Figure 1. Close-up of the layout.
Region (111, 162) to (141, 192) um. Cells in grey, sequential cells in the stronger grey; small squares are vias.
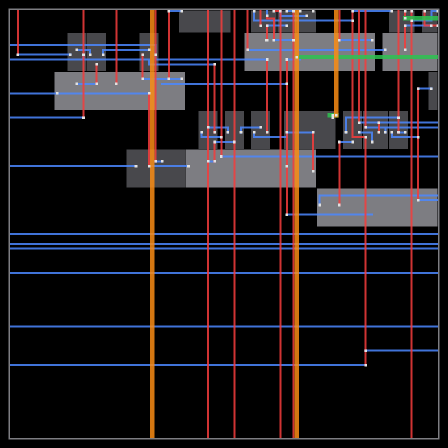
Figure 2. Gate-type map.
Scale: 2 px per um.
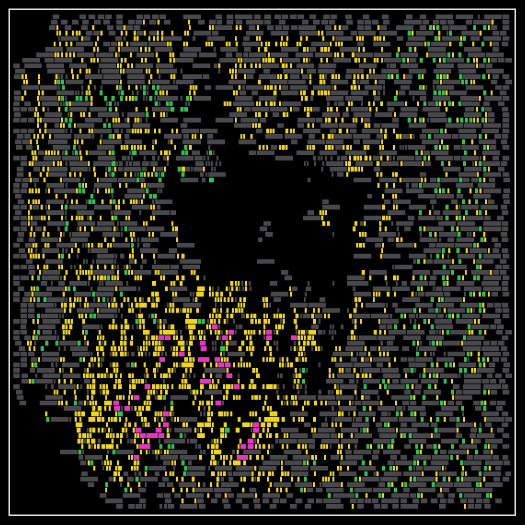
Design ipm_serial_masker, sky130hd; sources not shown.
==> results.toml <==
# generated from flow reports
[outcome]
status = "completed"

[floorplanning]
die_w_um = 252

[synthesis]
ys.flops = 536
async_flop_share = 1.00
synthMuxAreaShare = 0
ys_seq_frac = 0.535
yosys_area_um2 = 25100
area_leaders = "dfrtp_1 54%, nand2_1 22%, o21ai_0 5.9%"

[detailed_routing]
dr_wl_met2_um = 45100
drt_pass1_iterations = 7
drtIter0Drc = 1905

[clock_network]
cts_sinks = 536
htree_levels = 2

[final_timing]
fin_worst_hold_slack_ns = 0.469
clock_skew_ns = 0.0250

[critical_path]
crit_family = "buffers and inverters"
reg2reg_depth = 7

[layout]
dominant_cells = "registers"
-- Figure 1 (at the start) --
Red is met2. Blue is met1. Orange is met4. Green is met3.
Sequential cells in the window: 4. Most frequent: nand2_1 (11), dfrtp_1 (4), nand3_1 (3). 21 logic cells have their middle in the window.

-- Figure 2 (at the start) --
Yellow is NAND gates, cells 1781, where widely spread. Magenta is XOR/XNOR gates, cells 40, where bottom centre. Green is inverting AOI/OAI gates, cells 337, where widely spread.
Commonest Layout Cell: nand2_1
Non-Filler Instances: 4696
combinational share of cell area: 0.300

-- layout by cell type, fill, tap and decap left out, drive strengths merged --
| cell | instances |
|---|---|
| dlygate4sd3 | 1 |
| o22ai | 4 |
| clkdlybuf4s15 | 1 |
| xor2 | 17 |
| buf | 74 |
| inv | 176 |
| nand3 | 238 |
| xnor2 | 23 |
| clkinv | 11 |
| a21oi | 4 |
| diode | 1 |
| clkdlybuf4s50 | 514 |
| maj3 | 1 |
| clkinvlp | 5 |
| nand4 | 13 |
| bufinv | 10 |
| dlymetal6s2s | 5 |
| a211oi | 1 |
| or2 | 1 |
| o211ai | 2 |
| dlygate4sd2 | 15 |
| nor2 | 160 |
| nand3b | 9 |
| dfrtp | 536 |
| nand2 | 1521 |
| ha | 4 |
| clkbuf | 186 |
| o21ai | 324 |
| o21bai | 2 |
